**src/rtl/turf_buffer_manager.sv**
```systemverilog
// Ring-based SURF buffer manager for the TURF trigger path.
// Allocates HOLD buffers to accepted triggers and releases them oldest-first.
module turf_buffer_manager #(
  parameter int NUM_BUFFERS = 4,
  parameter int BUF_BITS    = 2,
  parameter int EVID_BITS   = 20,
  parameter int EPOCH_BITS  = 12,
  parameter int HOLDOFF     = 8
) (
  input  logic                  clk_i,
  input  logic                  rst_i,
  input  logic                  trig_i,
  input  logic                  disable_i,
  input  logic                  clr_evt_i,
  input  logic                  clr_all_i,
  input  logic [EPOCH_BITS-1:0] epoch_i,
  input  logic                  evid_reset_i,
  output logic [NUM_BUFFERS-1:0] hold_o,
  output logic                  trig_accept_o,
  output logic [BUF_BITS-1:0]   trig_buf_o,
  output logic [31:0]           next_id_o,
  output logic [BUF_BITS:0]     occupancy_o,
  output logic                  full_o,
  output logic                  empty_o,
  output logic [15:0]           dropped_o,
  output logic [31:0]           status_o
);

  localparam int HO_W = (HOLDOFF > 2) ? $clog2(HOLDOFF) : 1;

  typedef enum logic {
    ST_ARMED,
    ST_HOLDOFF
  } state_t;

  state_t                 state_q;
  logic [HO_W-1:0]        ho_cnt_q;
  logic [BUF_BITS-1:0]    wp_q;
  logic [BUF_BITS-1:0]    rp_q;
  logic [EVID_BITS-1:0]   evid_q;
  logic [EPOCH_BITS-1:0]  epoch_q;
  logic [NUM_BUFFERS-1:0] hold_next;
  logic [7:0]             hold_lo;
  logic                   accept;
  logic                   drop;
  logic                   clr_ok;

  assign full_o  = (occupancy_o == (BUF_BITS+1)'(NUM_BUFFERS));
  assign empty_o = (occupancy_o == '0);

  // full_o is the registered occupancy, so a clear in the same cycle cannot free room for a trigger
  assign accept = trig_i & ~disable_i & ~full_o & (state_q == ST_ARMED);
  assign drop   = trig_i & ~disable_i & (full_o | (state_q == ST_HOLDOFF));
  assign clr_ok = clr_evt_i & ~empty_o;

  always_comb begin
    hold_next = hold_o;
    if (accept) hold_next[wp_q] = 1'b1;
    if (clr_ok) hold_next[rp_q] = 1'b0;
  end

  always_ff @(posedge clk_i) begin
    if (rst_i) begin
      state_q       <= ST_ARMED;
      ho_cnt_q      <= '0;
      wp_q          <= '0;
      rp_q          <= '0;
      evid_q        <= '0;
      epoch_q       <= '0;
      hold_o        <= '0;
      trig_accept_o <= 1'b0;
      trig_buf_o    <= '0;
      occupancy_o   <= '0;
      dropped_o     <= '0;
    end else begin
      trig_accept_o <= 1'b0;

      // a trigger accepted alongside evid_reset is numbered after the reset
      if (evid_reset_i) begin
        epoch_q <= epoch_i;
        evid_q  <= (accept & ~clr_all_i) ? EVID_BITS'(1) : '0;
      end else if (accept & ~clr_all_i) begin
        evid_q <= evid_q + EVID_BITS'(1);
      end

      if (clr_all_i) begin
        state_q     <= ST_ARMED;
        ho_cnt_q    <= '0;
        wp_q        <= '0;
        rp_q        <= '0;
        hold_o      <= '0;
        occupancy_o <= '0;
        dropped_o   <= '0;
      end else begin
        hold_o <= hold_next;
        if (accept) begin
          trig_buf_o    <= wp_q;
          trig_accept_o <= 1'b1;
          wp_q          <= wp_q + 1'b1;
        end
        if (clr_ok) rp_q <= rp_q + 1'b1;

        case ({accept, clr_ok})
          2'b10:   occupancy_o <= occupancy_o + 1'b1;
          2'b01:   occupancy_o <= occupancy_o - 1'b1;
          default: occupancy_o <= occupancy_o;
        endcase

        if (drop && (dropped_o != 16'hFFFF)) dropped_o <= dropped_o + 16'd1;

        case (state_q)
          ST_ARMED: begin
            if (accept && (HOLDOFF > 0)) begin
              state_q  <= ST_HOLDOFF;
              ho_cnt_q <= HO_W'(HOLDOFF - 1);
            end
          end
          ST_HOLDOFF: begin
            if (ho_cnt_q == '0) state_q <= ST_ARMED;
            else                ho_cnt_q <= ho_cnt_q - 1'b1;
          end
          default: state_q <= ST_ARMED;
        endcase
      end
    end
  end

  generate
    if (NUM_BUFFERS >= 8) begin : g_hold_wide
      assign hold_lo = hold_o[7:0];
    end else begin : g_hold_narrow
      assign hold_lo = 8'(hold_o);
    end
  endgenerate

  assign next_id_o = {epoch_q, evid_q};
  assign status_o  = {dropped_o, 8'h00, 8'(occupancy_o), hold_lo};

endmodule

```
**config.mk**
```make
export PLATFORM = sky130hd
export DESIGN_NAME = turf_buffer_manager
export DESIGN_NICKNAME = d
export VERILOG_FILES = /design/src/rtl/turf_buffer_manager.sv
export SDC_FILE = /design/constraint.sdc
export NUM_CORES = 1
export LEC_CHECK = 0
export CAP_MARGIN = 30
export CORE_MARGIN = 5
export CORE_UTILIZATION = 50
export DETAILED_ROUTE_END_ITERATION = 8
export GPL_ROUTABILITY_DRIVEN = 1
export MAX_ROUTING_LAYER = met4
export PLACE_DENSITY = 0.91
export SYNTH_ARGS = -nofsm -noshare
export SYNTH_HDL_FRONTEND = slang
export SYNTH_SLANG_ARGS = --single-unit
```
**constraint.sdc**
```tcl
create_clock -name clk_i -period 4.9 [get_ports clk_i]
set_input_delay 0.98 -clock clk_i [delete_from_list [all_inputs] [get_ports clk_i]]
set_output_delay 0.98 -clock clk_i [all_outputs]
set_load 0.01 [all_outputs]
```
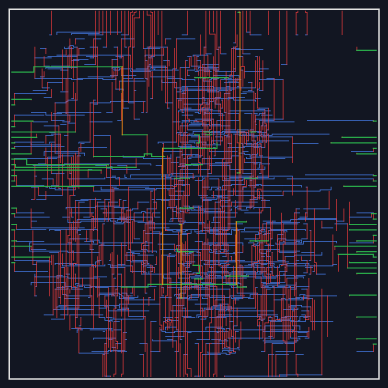
wires.png
Drawn at 4 px/um.
color	layer	wire length
orange	metal 4	125 um
green	metal 3	441 um
blue	metal 1	3,430 um
red	metal 2	4,240 um

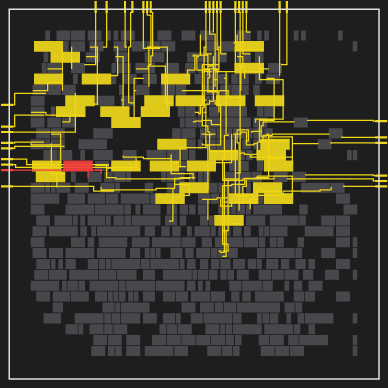
io_fan.png
Drawn at 4 px/um.
color	port	direction	end cells	wire
red	`trig_accept_o`	output	1	26.1 um
yellow	`next_id_o`	output	32	1,480 um
IO Pins: 111
IO buf count: 93

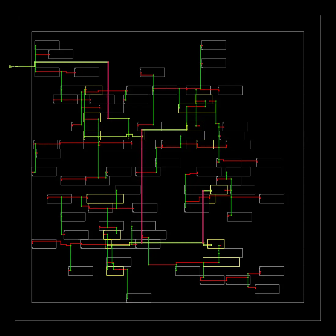
clocks.png
flop count: 66
worst skew pair latency: 340 ps
Worst Skew: 5.37 ps
clk pwr: 0.569 mW

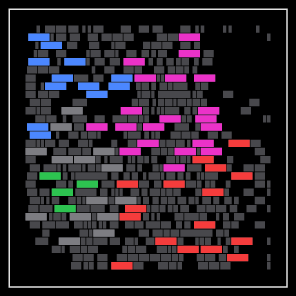
flops_by_reg.png
Drawn at 3 px/um.
color	name in the netlist	flops
red	`dropped_o`	16
magenta	`evid_q`	20
green	`hold_o`	4
blue	`epoch_q`	12
Flop area: 1320 um2
Seq. pwr: 0.552 mW
fin util: 0.655
flop share of the area: 0.302

==> results.sh <==
# physical design summary
export IMPL_largest_area_cell="dfxtp_1"
export IMPL_hpwl_um=6070
export IMPL_grt_max_degree=30
export IMPL_ys_ff=66
export IMPL_fp_dieW_um=92.0
export IMPL_grt_first_pass_wirelength_um=13700
export IMPL_fillers=551
export IMPL_internal_power_mw=0.954
export IMPL_synth_main_ff_cell="dfxtp_1"
export IMPL_antenna_found_initial=0
export IMPL_logic_family="simple AND/OR/NAND/NOR gates"
export IMPL_outcome="complete, no violations"
export IMPL_post_route_period_util=0.680
export IMPL_start_kind="input port"
export IMPL_postRouteAntennaNets=0
export IMPL_postCtsSetupRepairBufs=0
export IMPL_ys_area_um2=3370
export IMPL_ys_types=46
export IMPL_drt_iter0_drc=195
export IMPL_nets=482
export IMPL_fp_util=0.504
export IMPL_top_cells_by_area="dfxtp_1 (39%), buf_4 (7.6%), mux2i_1 (5.7%), ha_1 (4.8%), a21oi_1 (4.2%)"
export IMPL_grt_usage=0.201
export IMPL_yosysWarnings=0
export IMPL_cts_tree="built"
## cells in the mapped netlist, drive strengths merged, types with 2 or more instances
master,instances
clkbuf,11
a21oi,28
o2111ai,2
inv,13
o41ai,3
nand4,10
or2,2
and4,7
o21ai,10
or4,12
mux2i,19
nand3,9
a211oi,6
and2,4
dfxtp,66
buf,38
o31ai,12
ha,13
a31oi,3
o311ai,3
xnor2,6
nand2,18
nor4,4
and3,6
nor2,37
o21a,2
nor3,3
xor2,5
nor2b,2
a41o,2
or3,11
## sequential cells by signal, indices dropped and copies added (netlist names)
name / flops
evid_q: 20
wp_q: 2
epoch_q: 12
dropped_o: 16
state_q: 1
trig_buf_o: 2
occupancy_o: 3
ho_cnt_q: 3
rp_q: 2
hold_o: 4
trig_accept_o: 1
## metal layers
metal / vias to the layer above / share of wire / GRT usage
li1: 1457 / - / -
met1: 1430 / 0.42 / 0.232
met2: 89 / 0.51 / 0.338
met3: 11 / 0.053 / 0.0517
met4: 0 / 0.015 / 0.0718
met5: - / 0 / -
## worst max path at each step
stage	startpoint	endpoint	slack (ps)	cells after the start
floorplan	disable_i	occupancy_o[2]	2040	10
global placement	trig_i	occupancy_o[2]	1460	10
detailed placement	trig_i	occupancy_o[2]	1240	10
CTS	trig_i	occupancy_o[2]	1560	10
global route	trig_i	occupancy_o[2]	1380	10
finish	trig_i	occupancy_o[2]	1570	10
## worst max-delay path, stage by stage
cell and delay [ps]:
clkdlybuf4s50_1 500, nor3b_1 480, and2_1 440, inv_1 130, ha_1 250, inv_1 80
fa_1 180, xor2_1 70, or3_1 310, a21oi_1 170
## cells in the final DEF (no fill, tap or decap), types with 5 or more instances in the layout
| cell type | count |
|---|---|
| dfxtp_1 | 66 |
| nand2_1 | 18 |
| a211oi_1 | 6 |
| clkbuf_8 | 11 |
| a21oi_1 | 28 |
| or4_1 | 12 |
| nand3_1 | 9 |
| inv_1 | 13 |
| clkdlybuf4s50_1 | 93 |
| and3_1 | 6 |
| ha_1 | 13 |
| nor2_1 | 37 |
| o31ai_1 | 12 |
| mux2i_1 | 19 |
| or3_1 | 9 |
| nand4_1 | 10 |
| xor2_1 | 5 |
| xnor2_1 | 6 |
| o21ai_0 | 10 |
| and4_1 | 7 |
| conb_1 | 17 |
## through the flow
stage                     total power, mW  std cells   util  worst slack [ps]
final                                1.21        534  0.655              1570
after global routing                 1.26        534  0.655              1380
after CTS                            1.22        534  0.655              1560
after detailed placement            0.655        518  0.617              1240
after global placement              0.651        517  0.616              1460
after floorplan                     0.625        394      -              2040
## power groups by stage
| stage | clock (mW) | combinational (mW) | sequential [mW] |
|---|---|---|---|
| after global routing | 0.606 | 0.0991 | 0.553 |
| after global placement | 0 | 0.0873 | 0.564 |
| after detailed placement | 0 | 0.0903 | 0.565 |
| final | 0.569 | 0.0903 | 0.552 |
| after floorplan | 0 | 0.0582 | 0.567 |
| after CTS | 0.578 | 0.0909 | 0.552 |
## layout make-up
cell class,count,share of cell area
Tap cell,80,0.0229
Multi-Input combinational cell,264,0.392
Sequential cell,66,0.302
Clock buffer,11,0.0346
Inverter,14,0.0120
Clock inverter,5,0.0229
Timing Repair Buffer,94,0.214
Power and IR drop assume default switching activity.
